==> config.mk <==
export PLATFORM = sky130hd
export DESIGN_NAME = crc32_byte_feeder_flat
export DESIGN_NICKNAME = d
export VERILOG_FILES = /design/src/rtl/crc32_byte_feeder_if.sv /design/src/rtl/crc32_byte_feeder.sv /design/src/flat_wrapper.sv
export SDC_FILE = /design/constraint.sdc
export NUM_CORES = 1
export LEC_CHECK = 0
export ABC_AREA = 1
export CORE_ASPECT_RATIO = 1.75
export CORE_MARGIN = 10
export CORE_UTILIZATION = 53
export DETAILED_ROUTE_END_ITERATION = 8
export PLACE_DENSITY = 0.77
export SLEW_MARGIN = 20
export SYNTH_ARGS = -nofsm -noshare
export SYNTH_HDL_FRONTEND = slang
export SYNTH_SLANG_ARGS = --single-unit
export TNS_END_PERCENT = 1
==> constraint.sdc <==
create_clock -name clk -period 3.6 [get_ports clk]
set_input_delay 0.72 -clock clk [delete_from_list [all_inputs] [get_ports clk]]
set_output_delay 0.72 -clock clk [all_outputs]
set_load 0.01 [all_outputs]
==> src/rtl/crc32_byte_feeder_if.sv <==
// Host word-write channel into the CRC32 byte feeder.
interface crc32_byte_feeder_if;
  logic        wr_valid;
  logic        wr_ready;
  logic [31:0] wr_data;
  logic [1:0]  wr_nbytes;
  logic        wr_last;

  modport master (output wr_valid, wr_data, wr_nbytes, wr_last, input wr_ready);
  modport slave  (input wr_valid, wr_data, wr_nbytes, wr_last, output wr_ready);
endinterface

==> src/rtl/crc32_byte_feeder.sv <==
// Word FIFO plus byte serializer feeding a byte-serial CRC32 engine.
// Closes each message with data_done and latches the engine's final CRC.
module crc32_byte_feeder #(
  parameter int FIFO_DEPTH = 4
) (
  input  logic                        clk,
  input  logic                        rst,
  crc32_byte_feeder_if.slave          wr,
  input  logic                        abort,
  output logic                        crc_trigger,
  output logic [7:0]                  crc_byte,
  output logic                        data_done,
  input  logic                        crc_busy,
  input  logic                        crc_finished,
  input  logic [31:0]                 crc_result_in,
  output logic [31:0]                 result,
  output logic                        result_valid,
  output logic                        msg_active,
  output logic [$clog2(FIFO_DEPTH):0] fifo_level
);
  localparam int AW = $clog2(FIFO_DEPTH);

  typedef struct packed {
    logic        last;
    logic [1:0]  nbytes;
    logic [31:0] data;
  } entry_t;

  typedef enum logic [1:0] {IDLE, ISSUE, WAIT, DRAIN} state_t;

  entry_t        mem [FIFO_DEPTH];
  entry_t        head;
  logic [AW-1:0] wptr, rptr;
  logic [AW:0]   level;
  logic          push, pop, full, empty;

  state_t        state;
  logic [31:0]   word;
  logic [2:0]    cnt;
  logic          last;
  logic          first;
  logic          fin, done_last, drain_done;

  assign full        = (level == (AW+1)'(FIFO_DEPTH));
  assign empty       = (level == '0);
  assign wr.wr_ready = !full && !abort;
  assign push        = wr.wr_valid && wr.wr_ready;
  assign pop         = (state == IDLE) && !empty && !abort;
  assign head        = mem[rptr];
  assign fifo_level  = level;

  assign crc_trigger = (state == ISSUE) && !crc_busy && !abort;
  assign crc_byte    = word[7:0];

  // Finished is ignored the cycle after a trigger: the engine is still
  // showing the previous byte's status then.
  assign fin        = (state == WAIT) && !first && crc_finished;
  assign done_last  = fin && (cnt == 3'd1) && last && !abort;
  // During a drain the engine is either still finishing its byte or idle
  // already (abort between bytes), so either condition closes it.
  assign drain_done = (state == DRAIN) && (crc_finished || !crc_busy);
  assign data_done  = done_last || drain_done;

  always_ff @(posedge clk) begin
    if (push) mem[wptr] <= entry_t'({wr.wr_last, wr.wr_nbytes, wr.wr_data});
  end

  always_ff @(posedge clk) begin
    if (rst || abort) begin
      wptr  <= '0;
      rptr  <= '0;
      level <= '0;
    end else begin
      if (push) wptr <= wptr + 1'b1;
      if (pop)  rptr <= rptr + 1'b1;
      case ({push, pop})
        2'b10:   level <= level + 1'b1;
        2'b01:   level <= level - 1'b1;
        default: level <= level;
      endcase
    end
  end

  always_ff @(posedge clk) begin
    if (rst) begin
      state        <= IDLE;
      word         <= '0;
      cnt          <= '0;
      last         <= 1'b0;
      first        <= 1'b0;
      msg_active   <= 1'b0;
      result       <= '0;
      result_valid <= 1'b0;
    end else begin
      result_valid <= 1'b0;
      if (crc_trigger) msg_active <= 1'b1;
      if (data_done)   msg_active <= 1'b0;

      if (abort && state != DRAIN) begin
        state <= msg_active ? DRAIN : IDLE;
      end else begin
        case (state)
          IDLE: if (pop) begin
            word  <= head.data;
            cnt   <= (head.nbytes == 2'd0) ? 3'd4 : {1'b0, head.nbytes};
            last  <= head.last;
            state <= ISSUE;
          end
          ISSUE: if (crc_trigger) begin
            first <= 1'b1;
            state <= WAIT;
          end
          WAIT: begin
            first <= 1'b0;
            if (fin) begin
              if (cnt != 3'd1) begin
                word  <= {8'h00, word[31:8]};
                cnt   <= cnt - 3'd1;
                state <= ISSUE;
              end else begin
                if (last) begin
                  result       <= crc_result_in;
                  result_valid <= 1'b1;
                end
                state <= IDLE;
              end
            end
          end
          DRAIN: if (drain_done) state <= IDLE;
          default: state <= IDLE;
        endcase
      end
    end
  end
endmodule

==> src/flat_wrapper.sv <==
// flat-port wrapper written by rule: the top's interface ports become plain ports
module crc32_byte_feeder_flat 
#(
  parameter int FIFO_DEPTH = 4
)
  (clk, rst, abort, crc_trigger, crc_byte, data_done, crc_busy, crc_finished, crc_result_in, result, result_valid, msg_active, fifo_level, wr_wr_valid, wr_wr_data, wr_wr_nbytes, wr_wr_last, wr_wr_ready);
  crc32_byte_feeder_if wr_i ();
  input  logic clk;
  input  logic rst;
  input  logic abort;
  output logic crc_trigger;
  output logic [7:0] crc_byte;
  output logic data_done;
  input  logic crc_busy;
  input  logic crc_finished;
  input  logic [31:0] crc_result_in;
  output logic [31:0] result;
  output logic result_valid;
  output logic msg_active;
  output logic [$clog2(FIFO_DEPTH):0] fifo_level;
  input wire logic [$bits(wr_i.wr_valid)-1:0] wr_wr_valid;
  input wire logic [$bits(wr_i.wr_data)-1:0] wr_wr_data;
  input wire logic [$bits(wr_i.wr_nbytes)-1:0] wr_wr_nbytes;
  input wire logic [$bits(wr_i.wr_last)-1:0] wr_wr_last;
  output wire logic [$bits(wr_i.wr_ready)-1:0] wr_wr_ready;
  assign wr_i.wr_valid = wr_wr_valid;
  assign wr_i.wr_data = wr_wr_data;
  assign wr_i.wr_nbytes = wr_wr_nbytes;
  assign wr_i.wr_last = wr_wr_last;
  assign wr_wr_ready = wr_i.wr_ready;
  crc32_byte_feeder #(.FIFO_DEPTH(FIFO_DEPTH)) u_core (.clk(clk), .rst(rst), .wr(wr_i), .abort(abort), .crc_trigger(crc_trigger), .crc_byte(crc_byte), .data_done(data_done), .crc_busy(crc_busy), .crc_finished(crc_finished), .crc_result_in(crc_result_in), .result(result), .result_valid(result_valid), .msg_active(msg_active), .fifo_level(fifo_level));
endmodule
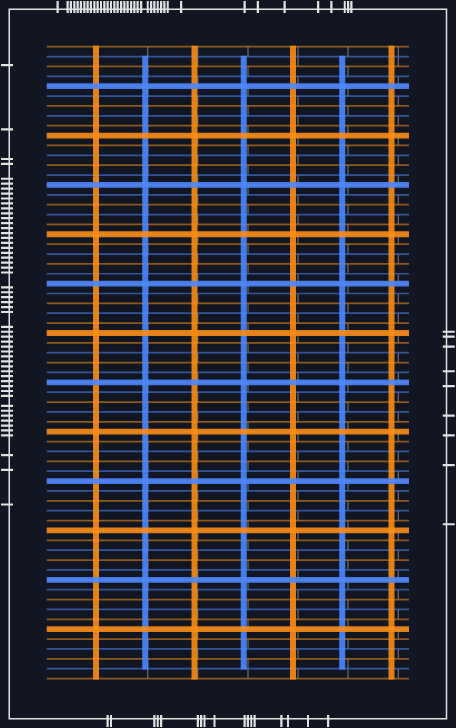
**Above:** run 1 (PDN straps and rails).
Pins as bars on the die edge. Tap cells in gray.
VDD -> blue
VSS -> orange
signal pins = 121
tap cells = 231

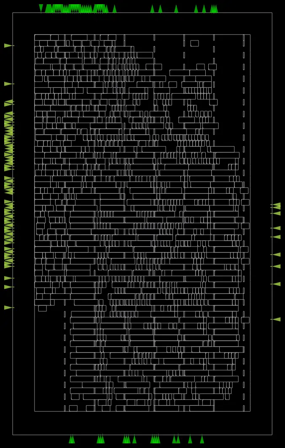
**Above:** run 1 (cell outlines without signal wires).
Post-Layout Cell Count: 1343
Fillers: 1411

==> changes_impl.md, run 1 <==
### Changed

- Synth top cells by count: nand2_1, nor2_1, edfxtp_1, inv_1, dfxtp_1
- Fin crit period: 3.05 ns
- Logic pwr share: 0.092
- Die width: 120 um
- CP Data Arrival Time: 2.33 ns
- Worst path cell trace: clkdlybuf4s50_1 > nand2_1 > nor2_1 > nand3_1 > o21ai_0 > clkdlybuf4s50_1
- Ys cells: 1001
- Part of the Yosys area used for sequential elements: 0.630
- CP Class: in2out
- Clock tree buffer depth: 3
- Post-route DRC: 0
- Core area: between 15000 and 20000 um^2
- Sum of negative setup slack: 0 ns
- Leading power group: registers
- Comb pwr: 0.510 mW
- Startpoint types: primary input
- Min-Delay Path Depth: 2
- Cell Pwr Density: about 490 nW/um^2
- IO Count: 121
- Top Layout Cells: nand2_1, nor2_1, edfxtp_1, clkdlybuf4s50_1, inv_1
- Initial Util: 0.534
- Syn Area/Cell: 9.27 um^2
- Gr ovfl total: 0
- Hold slack: 0.466 ns
- CP peak stage delay: about 0.59 ns
- Placed cell area: 10600 um^2
- Setup ws final: 0.554 ns
- P_clk: 2.23 mW
- Share of layout cells above drive strength 1: 0.0477
- Placement Setup Slack: 0.543 ns
- Worst hold-check path type: reg2reg
- Reg power frac: 0.508
- Antenna viol nets, final: 0
- Log Warnings: 30
- Largest net degree at the start of global routing: 66
- Via density: 4.90
- Die height: between 150 and 200 um
- Run status: finished, final reports clean
- CP top delay family: buffers and inverters
- CP Max Fanout: 3
- Main flop type: edfxtp_1
- CP bufs+invs: 2
- Count of cell types in the netlist: 30
- Final Util: 0.650
- Die area: 23400 um^2
- P_sw: between 1 and 1.5 mW
- Final hold vios: 0
- WL/cell: between 15 and 20 um
- Clk sink count: between 200 and 250
- # port buffers: 120
- Num CTS Buffers: 20
- H-tree levels: 1
- Max rail drop VDD: 0.415 mV
- GRT Overall Usage: 0.173
- Slowest CP cell: clkdlybuf4s50_1
- Int Pwr: 4.35 mW
- Root buf cell: clkbuf_16
- Layout area overhead: 21.6%
- Final nets: 1179
- Clk ins delay skew pair: approximately 0.48 ns
- Gp weighted congestion: between 0.7 and 0.8
- Final Max Tran Viols: 0
- Worst Setup End Kind: output pin
- Vias in the first global route: 6694
- Syn Nets: 1082
- Yosys reg bits: around 220
- Cell Area, Synth: around 9300 um^2
- Most used cell along the critical path: clkdlybuf4s50_1
- DP Cell Count: 1307
- TritonCTS clock tree: yes
- Antenna cells: 0
- Most common cell in the netlist: nand2_1
- Final wirelength: 20200 um
- Top cells, area: edfxtp_1, dfxtp_1, nand2_1, nor2_1, inv_1
- Leading area contributor after synthesis: edfxtp_1
- Worst-margin pin slew: 1.02 ns
- Worst Path Required: 2.88 ns
- Critical path depth: 6
- Synth async-reset ratio: 0
- Tcrit/Tclk final: 0.846
- Post-layout power: about 5.6 mW
- Initial antenna violation count: 0
- R2r worst-path depth: 7
- Cell count after synthesis: 1001
- DR vias: around 6600
- Clk slew on worst S/H paths: 0.06 ns
- Setup Buffers After CTS: 0
- RSZ-0062 raised after global routing: false
- Violation tally from detailed-route iteration zero: 353
- Synth warn: 0
- Sw Share: 0.219
- Pre-antenna DRT Iters: 4
- Final Cell Area: 11300 um^2
- F_max: between 300 and 400 MHz
- Skew final: 0.0123 ns
- Leak pwr: 4.44 nW
- Cts hold-fix bufs: 0
- Power share of the clock group: 0.400
- Seq. pwr: 2.83 mW
- Final HPWL DP: roughly 13000 um
- Yosys synthesis chip area: 9280 um^2
- Most used logic cell in the final layout: nand2_1
- Resized Gates After CTS: 0
- Post-synth EDFFs: 140
- Area share, top type: 0.453
- Max_slew headroom: 0.317
- Max cap viols: 0
- Finish-stage setup viols: 0
- First-pass GRT wire length: between 30000 and 40000 um
- Row count: between 60 and 70
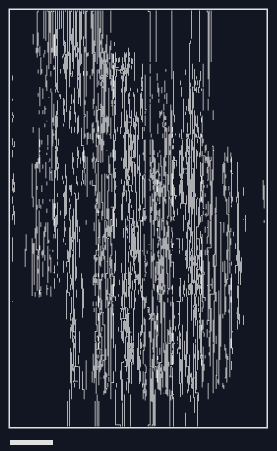
**Above:** run 1 (signal wires on met2).
The bar under the picture is 20 um long.
share of all routed wire = 54%
wire length on this layer = 10800 um
nets with wire on the layer = 859

[run 1: worst paths after layout]
kind | from | to | slack [ns]
setup reg to reg | flip-flop | u_core.word[22] | 1.29
hold / removal | u_core.rptr[1] | flip-flop | 0.47
setup / recovery | crc_finished | data_done | 0.55
hold reg to reg | u_core.rptr[1] | flip-flop | 0.47
[run 1: metal layers]
| layer | GRT usage | up-vias | share of wire |
|---|---|---|---|
| li1 | - | 3389 | - |
| met1 | 0.177 | 3017 | 0.37 |
| met2 | 0.323 | 145 | 0.54 |
| met4 | 0.0637 | 0 | 0.030 |
| met3 | 0.0468 | 33 | 0.064 |
| met5 | 0 | - | 0 |
[run 1: area by class of cell]
cell class | count | area, um^2 | area share
clock buffer | 22 | 529 | 0.0469
clock inverter | 14 | 173 | 0.0153
inverter | 109 | 412 | 0.0365
multi-input combinational | 614 | 2740 | 0.243
sequential | 222 | 5850 | 0.518
tap | 231 | 289 | 0.0256
timing repair buffer | 131 | 1300 | 0.115
[run 1: cells by family after synthesis]
kind of cell / count (synthesis) / synth area share
AND-OR/OR-AND: 158 / 0.0949
buffers and inverters: 165 / 0.0779
XOR/XNOR: 1 / 0.000944
flip-flops: 222 / 0.630
adder cells (fa/ha/maj): 8 / 0.0116
AND/OR/NAND/NOR: 447 / 0.185
[run 1: sequential cells by signal, summed over array words and instances, names as in the netlist, named ones only]
| signal | cells |
|---|---|
| u_core.word | 32 |
| u_core.rptr | 2 |
| u_core.last | 1 |
| u_core.result | 32 |
| u_core.fifo_level | 3 |
| u_core.first | 1 |
| u_core.msg_active | 1 |
| u_core.cnt | 3 |
| u_core.result_valid | 1 |
| u_core.wptr | 2 |
| u_core.state | 2 |
| u_core.mem | 140 |
==> run 1 -> run 2 <==
--- a/config.mk
+++ b/config.mk
@@ -8,9 +8,9 @@
 export ABC_AREA = 1
 export CORE_ASPECT_RATIO = 1.75
 export CORE_MARGIN = 10
-export CORE_UTILIZATION = 53
+export CORE_UTILIZATION = 50
 export DETAILED_ROUTE_END_ITERATION = 8
-export PLACE_DENSITY = 0.77
+export PLACE_DENSITY = 0.76
 export SLEW_MARGIN = 20
 export SYNTH_ARGS = -nofsm -noshare
 export SYNTH_HDL_FRONTEND = slang
==> constraint.sdc (replaced) <==
create_clock -name clk -period 2.49 [get_ports clk]
set_input_delay 0.498 -clock clk [delete_from_list [all_inputs] [get_ports clk]]
set_output_delay 0.498 -clock clk [all_outputs]
set_load 0.01 [all_outputs]
==> changes_impl.md, run 2 <==
### Changed

- Max rail drop VDD: 0.592 mV (+43%)
- Root buf cell: clkbuf_16
- Violation tally from detailed-route iteration zero: 335 (-5.1%)
- Clk slew on worst S/H paths: 0.07 ns (about the same)
- Core area: 18100 um^2 (+4.4%)
- Fin crit period: 2.33 ns
- Log Warnings: 31 (+3.3%)
- Most used logic cell in the final layout: nand2_1
- Cell count after synthesis: 1001 (unchanged)
- Run status: finished, final reports clean
- DR vias: 6791 (+3.1%)
- Initial Util: 0.512 (-0.0224)
- RSZ-0062 raised after global routing: false
- Count of cell types in the netlist: 30 (unchanged)
- Area share, top type: 0.453 (unchanged)
- Most common cell in the netlist: nand2_1
- Finish-stage setup viols: 0 (unchanged)
- Synth warn: 0 (unchanged)
- Main flop type: edfxtp_1
- Ys cells: 1001 (unchanged)
- Largest register by flop count: u_core.mem
- Clock tree buffer depth: 3 (unchanged)
- Logic area: 2740 um^2 (unchanged)
- DP Cell Count: 1325 (+1.4%)
- Via density: 5.00 (+1.9%)
- Worst Path Required: 1.99 ns (-0.89 ns)
- Die area: 24600 um^2 (+5.2%)
- Placement Setup Slack: -0.102 ns (-0.645 ns)
- CP Max Fanout: 3 (unchanged)
- Worst hold-check path type: reg2reg
- Vias in the first global route: 6787 (+1.4%)
- Num CTS Buffers: 19 (-5.0%)
- Skew final: 0.00506 ns (-0.00725 ns)
- Setup ws final: 0.159 ns (-0.395 ns)
- Layout area overhead: 23.3%
- Placed cell area: 10800 um^2 (+2.0%)
- Post-synth EDFFs: 140 (unchanged)
- XOR/XNOR Area Share: 0.000944 (unchanged)
- Antenna cells: 0 (unchanged)
- Yosys synthesis chip area: 9280 um^2 (unchanged)
- Synth top cells by count: nand2_1, nor2_1, edfxtp_1, inv_1, dfxtp_1
- Final wirelength: 20700 um (+2.8%)
- IO Count: 121 (unchanged)
- Worst Setup End Kind: output pin
- Initial antenna violation count: 1 (+1)
- Leading area contributor after synthesis: edfxtp_1
- Worst-margin pin slew: 0.442 ns (-0.576 ns)
- Largest net degree at the start of global routing: 79 (+20%)
- Gr ovfl total: 0 (unchanged)
- Die width: 123 um (+2.5%)
- Tcrit/Tclk final: 0.936
- Cts hold-fix bufs: 0 (unchanged)
- Final hold vios: 0 (unchanged)
- First-pass GRT wire length: 33700 um (+2.1%)
- Final Cell Area: 11400 um^2 (+1.4%)
- Top Layout Cells: nand2_1, nor2_1, edfxtp_1, clkdlybuf4s50_1, inv_1
- CP Data Arrival Time: 1.83 ns (-0.50 ns)
- Gp weighted congestion: 0.842 (+5.9%)
- Setup Buffers After CTS: 0 (unchanged)
- Part of the Yosys area used for sequential elements: 0.630 (unchanged)
- CP Class: reg2out
- Post-route DRC: 0 (unchanged)
- GRT Overall Usage: 0.170 (-0.00305)
- Synth logic family: simple AND/OR/NAND/NOR gates
- Post-Layout Cell Count: 1359 (+1.2%)
- F_max: 429 MHz
- Max_slew headroom: 0.705 (+0.388)
- Clk ins delay skew pair: 0.49 ns (about the same)
- Max cap viols: 0 (unchanged)
- Synth async-reset ratio: 0 (unchanged)
- Antenna viol nets, final: 0 (unchanged)
- WL/cell: 15.3 um (+1.6%)
- Post-layout power: 7.87 mW (+41%)
- TritonCTS clock tree: yes
- Die height: 200 um (+2.7%)
- H-tree levels: 1 (unchanged)
- Leak pwr: 4.52 nW (+1.8%)
- Yosys reg bits: 222 (unchanged)
==> run 2: cell count changes in the layout (fill, tap and decap cells not counted), sizes merged, moves of 2 or more <==
| cell | delta |
|---|---|
| clkdlybuf4s50 | -2 |
| buf | +15 |
| clkinv | -3 |
| clkinvlp | +2 |
==> run 2: area by class of cell <==
class	count	area share
inverter	109	0.0360
tap	234	0.0256
multi-input combinational	614	0.240
timing repair buffer	146	0.132
sequential	222	0.511
clock buffer	21	0.0422
clock inverter	13	0.0135
==> run 2: final timing paths <==
check,startpoint,endpoint,slack (ns),cells past startpoint
worst max-delay path,u_core.cnt[1],data_done,0.16,7
worst min-delay path,u_core.word[31],u_core.word[31],0.49,2
worst max register to register,u_core.state[0],u_core.word[10],0.46,10
worst min register to register,u_core.word[31],u_core.word[31],0.49,2
==> run 2: report_power, final <==
| group | switching [mW] | total [mW] | internal [mW] |
|---|---|---|---|
| Sequential | 0.0600 | 4.09 | 4.03 |
| Clock | 1.28 | 3.01 | 1.73 |
| Combinational | 0.445 | 0.767 | 0.322 |
| Total | 1.79 | 7.87 | 6.08 |
==> run 2: critical path, stage by stage, from the launching register on <==
cell and delay, ns:
dfxtp_1 0.30, inv_1 0.09, ha_1 0.16, nand2_1 0.10
inv_1 0.09, nand3_1 0.07, o21ai_0 0.21, dlygate4sd2_1 0.32
==> run 2: repair_timing <==
item | in CTS | in global routing
setup endpoints to repair | 1 | 1
endpoints found under the hold margin | 0 | 0
gates resized | 1 | 1
gates cloned | 0 | 0
==> run 2: layer usage <==
metal  vias up  wire length [um]  global-route usage
li1       3422                 -                   -
met1      3142              7400               0.174
met2       182             11200               0.309
met3        43              1600              0.0506
met4         2               567              0.0656
met5         -                13                   0
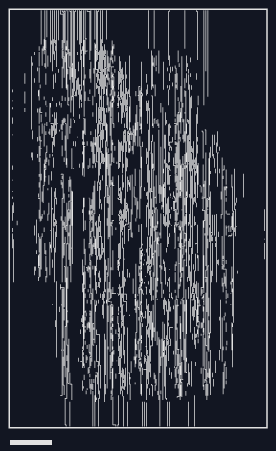
**Above:** run 2 (signal wires on met2).
The bar under the picture is 20 um long.
longest straight run = 71.7 um
nets with wire on the layer = 923
share of all routed wire = 54%

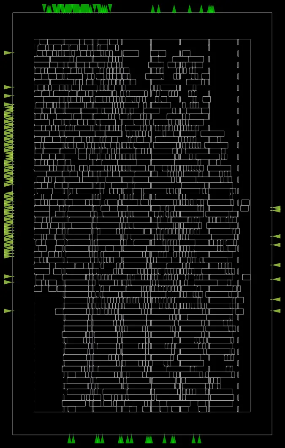
**Above:** run 2 (cell outlines without signal wires).
Fillers: 1429
Final Util: 0.631
Seq Cell Count: 222

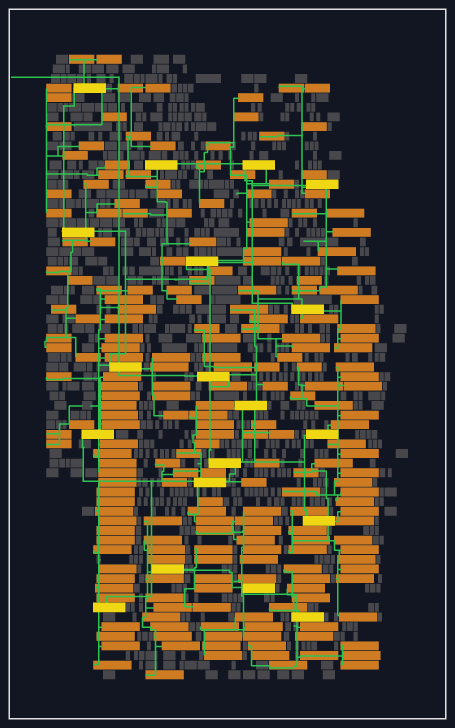
**Above:** run 2 (routed clock nets over the placement).
clock-net drivers -> yellow  # count 19
clock wires -> green  # length 2260 um
flip-flops -> orange  # count 222
routed clock nets = 20

==> run 2 -> run 3 <==
--- a/config.mk
+++ b/config.mk
@@ -5,10 +5,10 @@
 export SDC_FILE = /design/constraint.sdc
 export NUM_CORES = 1
 export LEC_CHECK = 0
-export ABC_AREA = 1
+export CAP_MARGIN = 30
 export CORE_ASPECT_RATIO = 1.75
 export CORE_MARGIN = 10
-export CORE_UTILIZATION = 50
+export CORE_UTILIZATION = 49
 export DETAILED_ROUTE_END_ITERATION = 8
 export PLACE_DENSITY = 0.76
 export SLEW_MARGIN = 20
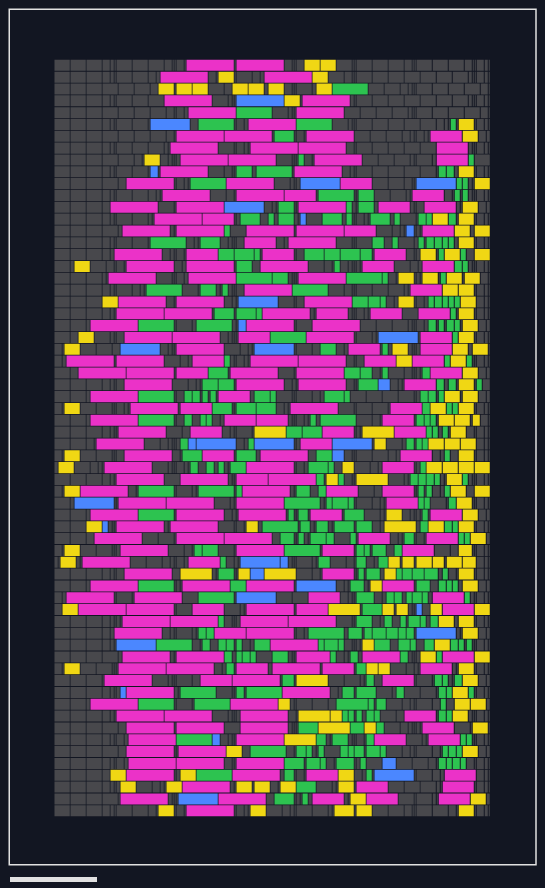
**Above:** run 3 (cell classes on the final placement).
The bar under the picture is 20 um long. Fill, decap, tap and diode cells in gray.
clock drivers and dummy loads -> blue  # cells 34
remaining logic cells -> green  # cells 332
sequential cells -> magenta  # cells 222
remaining buffers and delay cells -> yellow  # cells 150

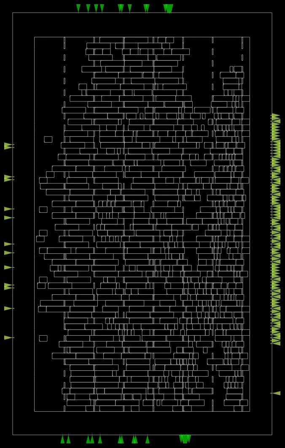
**Above:** run 3 (cell outlines without signal wires).
Final Util: 0.623
tap cells: 231
Seq area share: 0.538
Fillers: 1334

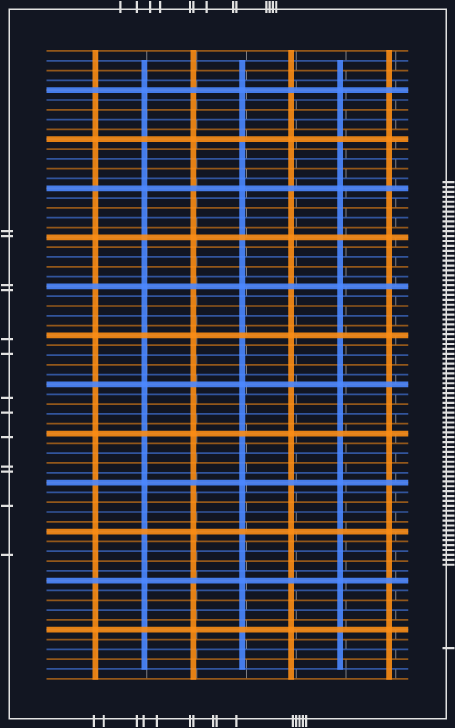
**Above:** run 3 (PDN straps and rails).
Pins as bars on the die edge. Tap cells in gray.
VDD -> blue
VSS -> orange
met5 straps = 12
met4 straps = 7
rows = 64
signal pins = 121

==> changes_impl.md, run 3 <==
### Changed

- Final wirelength: 18200 um (-12%)
- CP bufs+invs: 2 (-1)
- Run status: finished, final reports clean
- Placed cell area: 10300 um^2 (-4.8%)
- Min-Delay Path Depth: 2 (unchanged)
- Fin crit period: 2.33 ns (-0.00164 ns)
- Clk slew on worst S/H paths: 0.07 ns (about the same)
- Antenna viol nets, final: 0 (unchanged)
- Int Pwr: 5.73 mW (-5.8%)
- TritonCTS clock tree: yes
- Worst Setup End Kind: output pin
- Syn Nets: 682
- Gr ovfl total: 0 (unchanged)
- Most common cell in the netlist: edfxtp_1
- Final Max Tran Viols: 0
- Post-synth EDFFs: 140 (unchanged)
- Post-layout power: 7.24 mW (-8.1%)
- Logic pwr share: 0.062 (-0.035)
- DR vias: 5210 (-23%)
- Slowest CP cell: dfxtp_1
- Num CTS Buffers: 19 (unchanged)
- Synth top cells by count: edfxtp_1, dfxtp_1, nand2_1, a21oi_1, nor2_1
- Root buf cell: clkbuf_16
- Leading area contributor after synthesis: edfxtp_1
- CP peak stage delay: 0.30 ns (-0.02 ns)
- Top Layout Cells: edfxtp_1, clkdlybuf4s50_1, dfxtp_1, nand2_1, a21oi_1
- Layout area overhead: 25.0%
- Count of cell types in the netlist: 41 (+37%)
- F_max: 429 MHz (about the same)
- WL/cell: 18.7 um (+23%)
- First-pass GRT wire length: 29200 um (-13%)
- Adder Area Share: 0.0124
- Cell Area, Synth: 8700 um^2
- P_clk: 2.79 mW (-7.3%)
- Met3 Use GR: 0.0336 (-0.0170)
- Row count: around 64
- Cell count after synthesis: 601 (-40%)
- Initial antenna violation count: 0 (-1)
- CP top delay family: buffers and inverters
- Gr busiest metal: met2
- Largest register FFs: between 100 and 150
- Synth logic family: multiplexers
- Leak pwr: 3.63 nW (-20%)
- Largest net degree at the start of global routing: 40 (-49%)
- Comb pwr: 0.448 mW (-42%)
- Final Cell Area: 10900 um^2 (-4.9%)
- Largest register by flop count: u_core.mem
- Clk ins delay skew pair: 0.49 ns (about the same)
- Log Warnings: 31 (unchanged)
- Ys cells: 601 (-40%)
- Top cells, area: edfxtp_1, dfxtp_1, mux4_2, nand2_1, mux2i_1
- CP Class: reg2out
- Max_slew headroom: 0.699 (-0.00605)
- Vias in the first global route: 5493 (-19%)
- Post-Synth Simple-Gate Area: 0.0785
- Tcrit/Tclk final: 0.936 (about the same)
- CP Data Arrival Time: 1.83 ns (about the same)
- Worst path cell trace: inv_1 > ha_1 > nor2b_2 > nand4_1 > a21oi_2 > dlygate4sd2_1
- GRT Overall Usage: 0.152 (-0.0179)
- Final hold vios: 0 (unchanged)
- Final HPWL DP: 12500 um
- Skew final: 0.0128 ns (+0.00771 ns)
- Wire length on met3: 960 um (-40%)
- Yosys synthesis chip area: 8700 um^2 (-6.2%)
- Antenna cells: 0 (unchanged)
- P_sw: 1.50 mW (-16%)
- Main flop type: edfxtp_1
- Post-route DRC: 0 (unchanged)
- Clock tree buffer depth: 3 (unchanged)
- Seq. pwr: 4.00 mW (-2%)
- Core area: 17500 um^2 (-3.7%)
- Hold slack: 0.436 ns
- RSZ-0062 raised after global routing: false
- Max cap viols: 0 (unchanged)
- Pre-antenna DRT Iters: 4
- Compound-Gate Fraction of Synth Area: 0.0746
- Initial Util: 0.499 (-0.0132)
- Share of layout cells above drive strength 1: 0.173
- Final nets: 806
- R2r worst-path depth: 8 (-2)
- Part of the Yosys area used for sequential elements: 0.672 (+0.0418)
- Worst-margin pin slew: 0.451 ns (+0.00907 ns)
- Startpoint types: flip-flop
- Leading power group: registers
- Mux frac, synth: 0.122
- Synth async-reset ratio: 0 (unchanged)
- Sum of negative setup slack: 0 ns
- # port buffers: approximately 120
- Via density: 5.38 (+7.6%)
- Die width: 121 um (-1.8%)
- Die area: 23700 um^2 (-3.8%)
- Area share, top type: 0.483 (+0.0301)
- Most used logic cell in the final layout: edfxtp_1
- Synth warn: 0 (unchanged)
- WL met2: 9600 um (-14%)
- H-tree levels: 1 (unchanged)
- Worst Path Required: 1.99 ns (about the same)
- Reg power frac: 0.553 (+0.033)
- Met2 Resource Use GR: 0.277 (-0.0319)
- XOR/XNOR Area Share: 0.00503 (+0.00409)
- Die height: 196 um (-2.0%)
- Critical path depth: 6 (-1)
- Length of routed wiring on met1: 7070 um (-4.4%)
- Uppermost layer routed: met4
- Clk sink count: 222
- Gp weighted congestion: 0.859 (+1.9%)
- IO Count: 121 (unchanged)
- Worst hold-check path type: in2reg
- Sw Share: 0.208 (-0.0193)
- Violation tally from detailed-route iteration zero: 306 (-8.7%)
- Yosys reg bits: 222 (unchanged)
- Cell Pwr Density: 665 nW/um^2
- Max rail drop VDD: 0.585 mV (-1.1%)
- Power share of the clock group: 0.385 (+0.002)
- CP Max Fanout: 4 (+1)
- GR Util met1: 0.166 (-0.00769)
- Syn Area/Cell: 14.5 um^2
- Finish-stage setup viols: 0 (unchanged)
- Largest regs: u_core.mem x140, u_core.result x32, u_core.word x32
==> run 3: cell types whose count changed after synthesis, sizes merged, moves of 5 or more <==
| cell | previous run | this run |
|---|---|---|
| nor2 | 209 | 41 |
| mux4 | 0 | 35 |
| o21a | 33 | 0 |
| mux2i | 0 | 27 |
| and2 | 0 | 5 |
| o21ai | 79 | 4 |
| clkbuf | 21 | 15 |
| a21oi | 43 | 52 |
| a211oi | 0 | 27 |
| inv | 107 | 12 |
| nand2 | 223 | 75 |
==> run 3: per-stage QoR <==
step / cells / setup WS, ns
after floorplan: 601 / -0.0197
after global placement: 935 / -0.131
after detailed placement: 935 / -0.289
after CTS: 969 / 0.0322
after global routing: 969 / 0.0139
final: 969 / 0.160
==> run 3: cells by family after synthesis <==
kind of cell	after synthesis
compound gates	91
xor+xnor	5
fa+ha+maj	8
buf+inv	59
flops	222
mux	62
simple gates	154
==> run 3: area by class of cell <==
cell class | count | area (um^2) | area share
clock buffer | 22 | 487 | 0.0447
clock inverter | 12 | 96.3 | 0.00885
inverter | 12 | 45.0 | 0.00414
multi-input combinational | 320 | 2550 | 0.235
sequential | 222 | 5850 | 0.538
tap | 231 | 289 | 0.0266
timing repair buffer | 150 | 1560 | 0.143
==> run 3: worst paths after layout <==
check | start | endpoint | slack (ns)
setup / recovery | u_core.cnt[1] | data_done | 0.16
hold / removal | rst | u_core.last | 0.44
setup reg to reg | u_core.fifo_level[2] | u_core.fifo_level[2] | 0.31
hold reg to reg | u_core.word[29] | u_core.word[29] | 0.45
==> run 3: repair_timing <==
action | in CTS | in global routing
pin swaps | 0 | 0
buffers inserted | 0 | 0
hold buffers | 0 | 0
gates cloned | 0 | 0
endpoints found under the hold margin | 0 | 0
endpoints found under the setup margin | 2 | 2
resized | 5 | 2
Power is estimated from default activity; no workload was simulated.
